<file path="config.mk">
export PLATFORM = sky130hd
export DESIGN_NAME = store_check_monitor
export DESIGN_NICKNAME = d
export VERILOG_FILES = /design/src/rtl/check_pkg.sv /design/src/rtl/store_check_table.sv /design/src/rtl/store_check_monitor.sv
export SDC_FILE = /design/constraint.sdc
export NUM_CORES = 1
export LEC_CHECK = 0
export CAP_MARGIN = 20
export CORE_MARGIN = 1.5
export CORE_UTILIZATION = 34
export CTS_CLUSTER_SIZE = 14
export DETAILED_ROUTE_END_ITERATION = 8
export GPL_TIMING_DRIVEN = 0
export PLACE_DENSITY = 0.52
export SYNTH_ARGS = -nofsm -noshare
export SYNTH_HDL_FRONTEND = slang
export SYNTH_SLANG_ARGS = --single-unit
</file>
<file path="constraint.sdc">
create_clock -name clk -period 7.8 [get_ports clk]
set_input_delay 1.17 -clock clk [delete_from_list [all_inputs] [get_ports clk]]
set_output_delay 1.17 -clock clk [all_outputs]
set_load 0.03 [all_outputs]
</file>
<file path="src/rtl/check_pkg.sv">
// Shared types for the store self-check monitor: FSM states, fail codes and
// an index-width helper that stays legal for a single-entry table.
// No ports; imported by store_check_table and store_check_monitor.
package check_pkg;

   typedef enum logic [1:0] {
      ST_IDLE = 2'd0,
      ST_RUN  = 2'd1,
      ST_PASS = 2'd2,
      ST_FAIL = 2'd3
   } chk_state_t;

   typedef enum logic [1:0] {
      FC_NONE     = 2'd0,
      FC_MISMATCH = 2'd1,
      FC_ORDER    = 2'd2,
      FC_TIMEOUT  = 2'd3
   } fail_code_t;

   // $clog2(1) is 0, which would give a zero-width index bus.
   function automatic int idx_width(input int n);
      return (n > 1) ? $clog2(n) : 1;
   endfunction

endpackage

</file>
<file path="src/rtl/store_check_table.sv">
// Expected-store table: entry regs with valid/hit flags, parallel address
// compare against the live store, lowest-index selection, completion status.
// Ports: wr_* load an entry; hit_set_i/hit_idx_i mark an entry hit, hit_clr_i
// clears all hit flags; match_* is the lowest open entry whose addr equals
// addr_i; next_idx_o is the lowest open entry; all_hit_o/one_open_o/
// hit_count_o summarise progress. "Open" means valid and not yet hit.
module store_check_table
   import check_pkg::*;
#(
   parameter int XLEN       = 32,
   parameter int NUM_CHECKS = 4,
   parameter int IDX_W      = idx_width(NUM_CHECKS),
   parameter int HC_W       = $clog2(NUM_CHECKS + 1)
) (
   input  logic              clk,
   input  logic              reset,
   input  logic              wr_en_i,
   input  logic [IDX_W-1:0]  wr_idx_i,
   input  logic [XLEN-1:0]   wr_addr_i,
   input  logic [XLEN-1:0]   wr_data_i,
   input  logic              hit_set_i,
   input  logic [IDX_W-1:0]  hit_idx_i,
   input  logic              hit_clr_i,
   input  logic [XLEN-1:0]   addr_i,
   output logic              match_any_o,
   output logic [IDX_W-1:0]  match_idx_o,
   output logic [XLEN-1:0]   match_data_o,
   output logic [IDX_W-1:0]  next_idx_o,
   output logic              all_hit_o,
   output logic              one_open_o,
   output logic [HC_W-1:0]   hit_count_o
);

   logic [XLEN-1:0]       addr_q [NUM_CHECKS];
   logic [XLEN-1:0]       data_q [NUM_CHECKS];
   logic [NUM_CHECKS-1:0] valid_q;
   logic [NUM_CHECKS-1:0] hit_q;
   logic [NUM_CHECKS-1:0] open_vec;
   logic [NUM_CHECKS-1:0] cand_vec;

   always_ff @(posedge clk or negedge reset) begin
      if (!reset) begin
         valid_q <= '0;
         hit_q   <= '0;
         for (int i = 0; i < NUM_CHECKS; i++) begin
            addr_q[i] <= '0;
            data_q[i] <= '0;
         end
      end else begin
         for (int i = 0; i < NUM_CHECKS; i++) begin
            // Indices >= NUM_CHECKS never match and are silently dropped.
            if (wr_en_i && (wr_idx_i == IDX_W'(i))) begin
               addr_q[i]  <= wr_addr_i;
               data_q[i]  <= wr_data_i;
               valid_q[i] <= 1'b1;
            end
            if (hit_clr_i) begin
               hit_q[i] <= 1'b0;
            end else if (hit_set_i && (hit_idx_i == IDX_W'(i))) begin
               hit_q[i] <= 1'b1;
            end
         end
      end
   end

   assign open_vec = valid_q & ~hit_q;

   // Descending scan so the last assignment wins: lowest index has priority,
   // which is what makes duplicate addresses consume in index order.
   always_comb begin
      cand_vec     = '0;
      match_any_o  = 1'b0;
      match_idx_o  = '0;
      match_data_o = '0;
      next_idx_o   = '0;
      for (int i = NUM_CHECKS - 1; i >= 0; i--) begin
         cand_vec[i] = open_vec[i] && (addr_q[i] == addr_i);
         if (cand_vec[i]) begin
            match_any_o  = 1'b1;
            match_idx_o  = IDX_W'(i);
            match_data_o = data_q[i];
         end
         if (open_vec[i]) begin
            next_idx_o = IDX_W'(i);
         end
      end
   end

   assign all_hit_o  = (open_vec == '0);
   // Exactly one bit set: a hit this cycle completes the table.
   assign one_open_o = (open_vec != '0) &&
                       ((open_vec & (open_vec - NUM_CHECKS'(1))) == '0);

   always_comb begin
      hit_count_o = '0;
      for (int i = 0; i < NUM_CHECKS; i++) begin
         hit_count_o = hit_count_o + HC_W'(hit_q[i]);
      end
   end

endmodule

</file>
<file path="src/rtl/store_check_monitor.sv">
// Self-check monitor on the memory-stage store bus: compares stores against a
// loadable expected table (ordered or unordered), reports pass/fail + code,
// captures the offending store, counts RUN cycles and enforces a timeout.
// Ports: clk/reset (async active-low); cfg_* table load (IDLE only); start,
// clear; mem_write_i/addr_i/wdata_i store bus; done_o, pass_o, fail_code_o,
// hit_count_o, cycles_o, bad_addr_o/bad_data_o status. 1-cycle latency.
module store_check_monitor
   import check_pkg::*;
#(
   parameter int XLEN       = 32,
   parameter int NUM_CHECKS = 4,
   parameter int MAX_CYCLES = 500,
   parameter int ORDERED    = 0,
   parameter int CNT_W      = $clog2(MAX_CYCLES + 1),
   parameter int IDX_W      = idx_width(NUM_CHECKS),
   parameter int HC_W       = $clog2(NUM_CHECKS + 1)
) (
   input  logic              clk,
   input  logic              reset,
   input  logic              cfg_we,
   input  logic [IDX_W-1:0]  cfg_idx,
   input  logic [XLEN-1:0]   cfg_addr,
   input  logic [XLEN-1:0]   cfg_data,
   input  logic              start,
   input  logic              clear,
   input  logic              mem_write_i,
   input  logic [XLEN-1:0]   addr_i,
   input  logic [XLEN-1:0]   wdata_i,
   output logic              done_o,
   output logic              pass_o,
   output logic [1:0]        fail_code_o,
   output logic [HC_W-1:0]   hit_count_o,
   output logic [CNT_W-1:0]  cycles_o,
   output logic [XLEN-1:0]   bad_addr_o,
   output logic [XLEN-1:0]   bad_data_o
);

   localparam logic [CNT_W-1:0] MAX_CNT = CNT_W'(MAX_CYCLES);

   chk_state_t       state_q, state_d;
   fail_code_t       fc_q, fc_d;
   logic [CNT_W-1:0] cycles_q, cycles_d;
   logic [XLEN-1:0]  bad_addr_q, bad_addr_d;
   logic [XLEN-1:0]  bad_data_q, bad_data_d;

   logic             tbl_we;
   logic             hit_set;
   logic             hit_clr;
   logic             store_fail;
   logic             match_any;
   logic [IDX_W-1:0] match_idx;
   logic [XLEN-1:0]  match_data;
   logic [IDX_W-1:0] next_idx;
   logic             all_hit;
   logic             one_open;

   store_check_table #(
      .XLEN       (XLEN),
      .NUM_CHECKS (NUM_CHECKS),
      .IDX_W      (IDX_W),
      .HC_W       (HC_W)
   ) u_table (
      .clk          (clk),
      .reset        (reset),
      .wr_en_i      (tbl_we),
      .wr_idx_i     (cfg_idx),
      .wr_addr_i    (cfg_addr),
      .wr_data_i    (cfg_data),
      .hit_set_i    (hit_set),
      .hit_idx_i    (match_idx),
      .hit_clr_i    (hit_clr),
      .addr_i       (addr_i),
      .match_any_o  (match_any),
      .match_idx_o  (match_idx),
      .match_data_o (match_data),
      .next_idx_o   (next_idx),
      .all_hit_o    (all_hit),
      .one_open_o   (one_open),
      .hit_count_o  (hit_count_o)
   );

   always_ff @(posedge clk or negedge reset) begin
      if (!reset) begin
         state_q    <= ST_IDLE;
         fc_q       <= FC_NONE;
         cycles_q   <= '0;
         bad_addr_q <= '0;
         bad_data_q <= '0;
      end else begin
         state_q    <= state_d;
         fc_q       <= fc_d;
         cycles_q   <= cycles_d;
         bad_addr_q <= bad_addr_d;
         bad_data_q <= bad_data_d;
      end
   end

   always_comb begin
      state_d    = state_q;
      fc_d       = fc_q;
      cycles_d   = cycles_q;
      bad_addr_d = bad_addr_q;
      bad_data_d = bad_data_q;
      tbl_we     = 1'b0;
      hit_set    = 1'b0;
      hit_clr    = 1'b0;
      store_fail = 1'b0;

      case (state_q)
         ST_IDLE: begin
            tbl_we = cfg_we;
            if (start) begin
               state_d    = ST_RUN;
               fc_d       = FC_NONE;
               cycles_d   = '0;
               bad_addr_d = '0;
               bad_data_d = '0;
               hit_clr    = 1'b1;
            end
         end

         ST_RUN: begin
            if (cycles_q != MAX_CNT) begin
               cycles_d = cycles_q + CNT_W'(1);
            end
            // In ordered mode the lowest matching open entry is the expected
            // one exactly when it is also the lowest open entry overall.
            if (mem_write_i && match_any) begin
               if ((ORDERED != 0) && (match_idx != next_idx)) begin
                  store_fail = 1'b1;
                  fc_d       = FC_ORDER;
               end else if (wdata_i == match_data) begin
                  hit_set = 1'b1;
               end else begin
                  store_fail = 1'b1;
                  fc_d       = FC_MISMATCH;
               end
            end
            // Store faults and completing hits both outrank the timeout.
            if (store_fail) begin
               state_d    = ST_FAIL;
               bad_addr_d = addr_i;
               bad_data_d = wdata_i;
            end else if (all_hit || (hit_set && one_open)) begin
               state_d = ST_PASS;
            end else if (cycles_q == MAX_CNT) begin
               state_d = ST_FAIL;
               fc_d    = FC_TIMEOUT;
            end
         end

         ST_PASS, ST_FAIL: begin
            if (clear) begin
               state_d = ST_IDLE;
               fc_d    = FC_NONE;
               hit_clr = 1'b1;
            end
         end

         default: state_d = ST_IDLE;
      endcase
   end

   assign done_o      = (state_q == ST_PASS) || (state_q == ST_FAIL);
   assign pass_o      = (state_q == ST_PASS);
   assign fail_code_o = fc_q;
   assign cycles_o    = cycles_q;
   assign bad_addr_o  = bad_addr_q;
   assign bad_data_o  = bad_data_q;

endmodule

</file>
**Wires at chosen ports, followed through buffers**

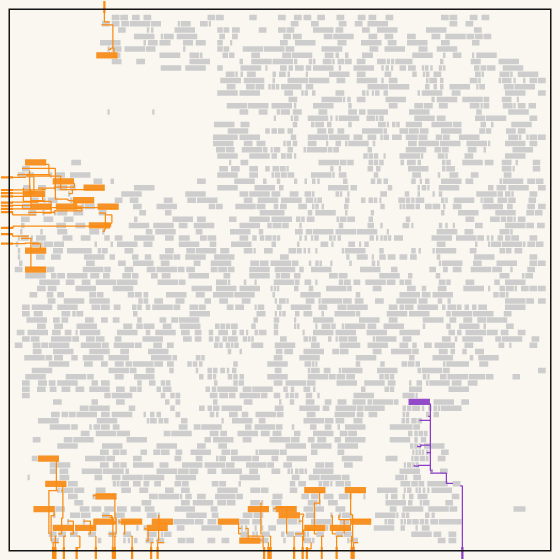
Orange marks `bad_addr_o`, bits 32, direction output, end cells 32, wire 987 um. Purple marks `done_o`, bits 1, direction output, end cells 1, wire 93.6 um.

**Placed standard cells**

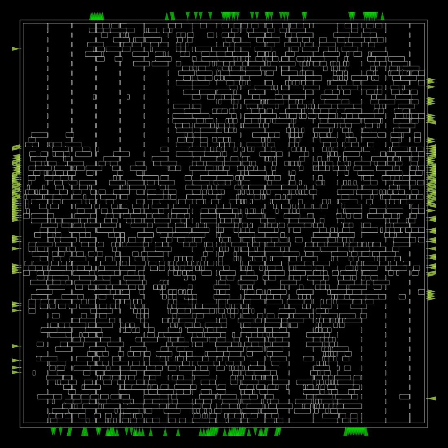
flop count: 341
core footprint: 52400 sq um
fin util: 0.423
n_taps: 688

==> impl_metrics.env <==
# physical design summary
export IMPL_cts_sinks=341
export IMPL_fillCellCount=5013
export IMPL_crit_family="simple AND/OR/NAND/NOR gates"
export IMPL_fin_area_sq_um=22200
export IMPL_grt_antenna_before_repair=2
export IMPL_outcome="complete, no violations"
export IMPL_yosys_area_share_aoi=0.132
export IMPL_reg2reg_depth=14
export IMPL_register_area_sq_um=8530
export IMPL_port_buffer_count=183
export IMPL_cp_startpoint="addr_i[14]"
export IMPL_p_sw_uw=2320
export IMPL_whs_endpoint="u_table.valid_q[3]"
export IMPL_cp_num_buf_inv=4
export IMPL_finalHoldViolCount=0
export IMPL_worstHoldStart="u_table.valid_q[3]"
export IMPL_edf_count=0
export IMPL_vias_per_cell=5.51
export IMPL_cts_tree="done"
export IMPL_ys_types=68
**Signal wires on met3**

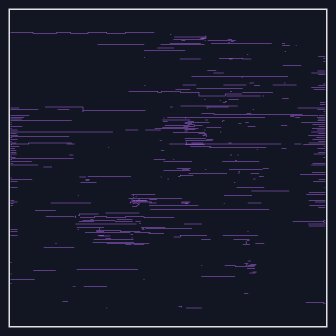
The layer holds 6.1% of the routed length. The wires run mostly horizontal. The longest straight run is 87.6 um. The layer carries 3900 um of wire.

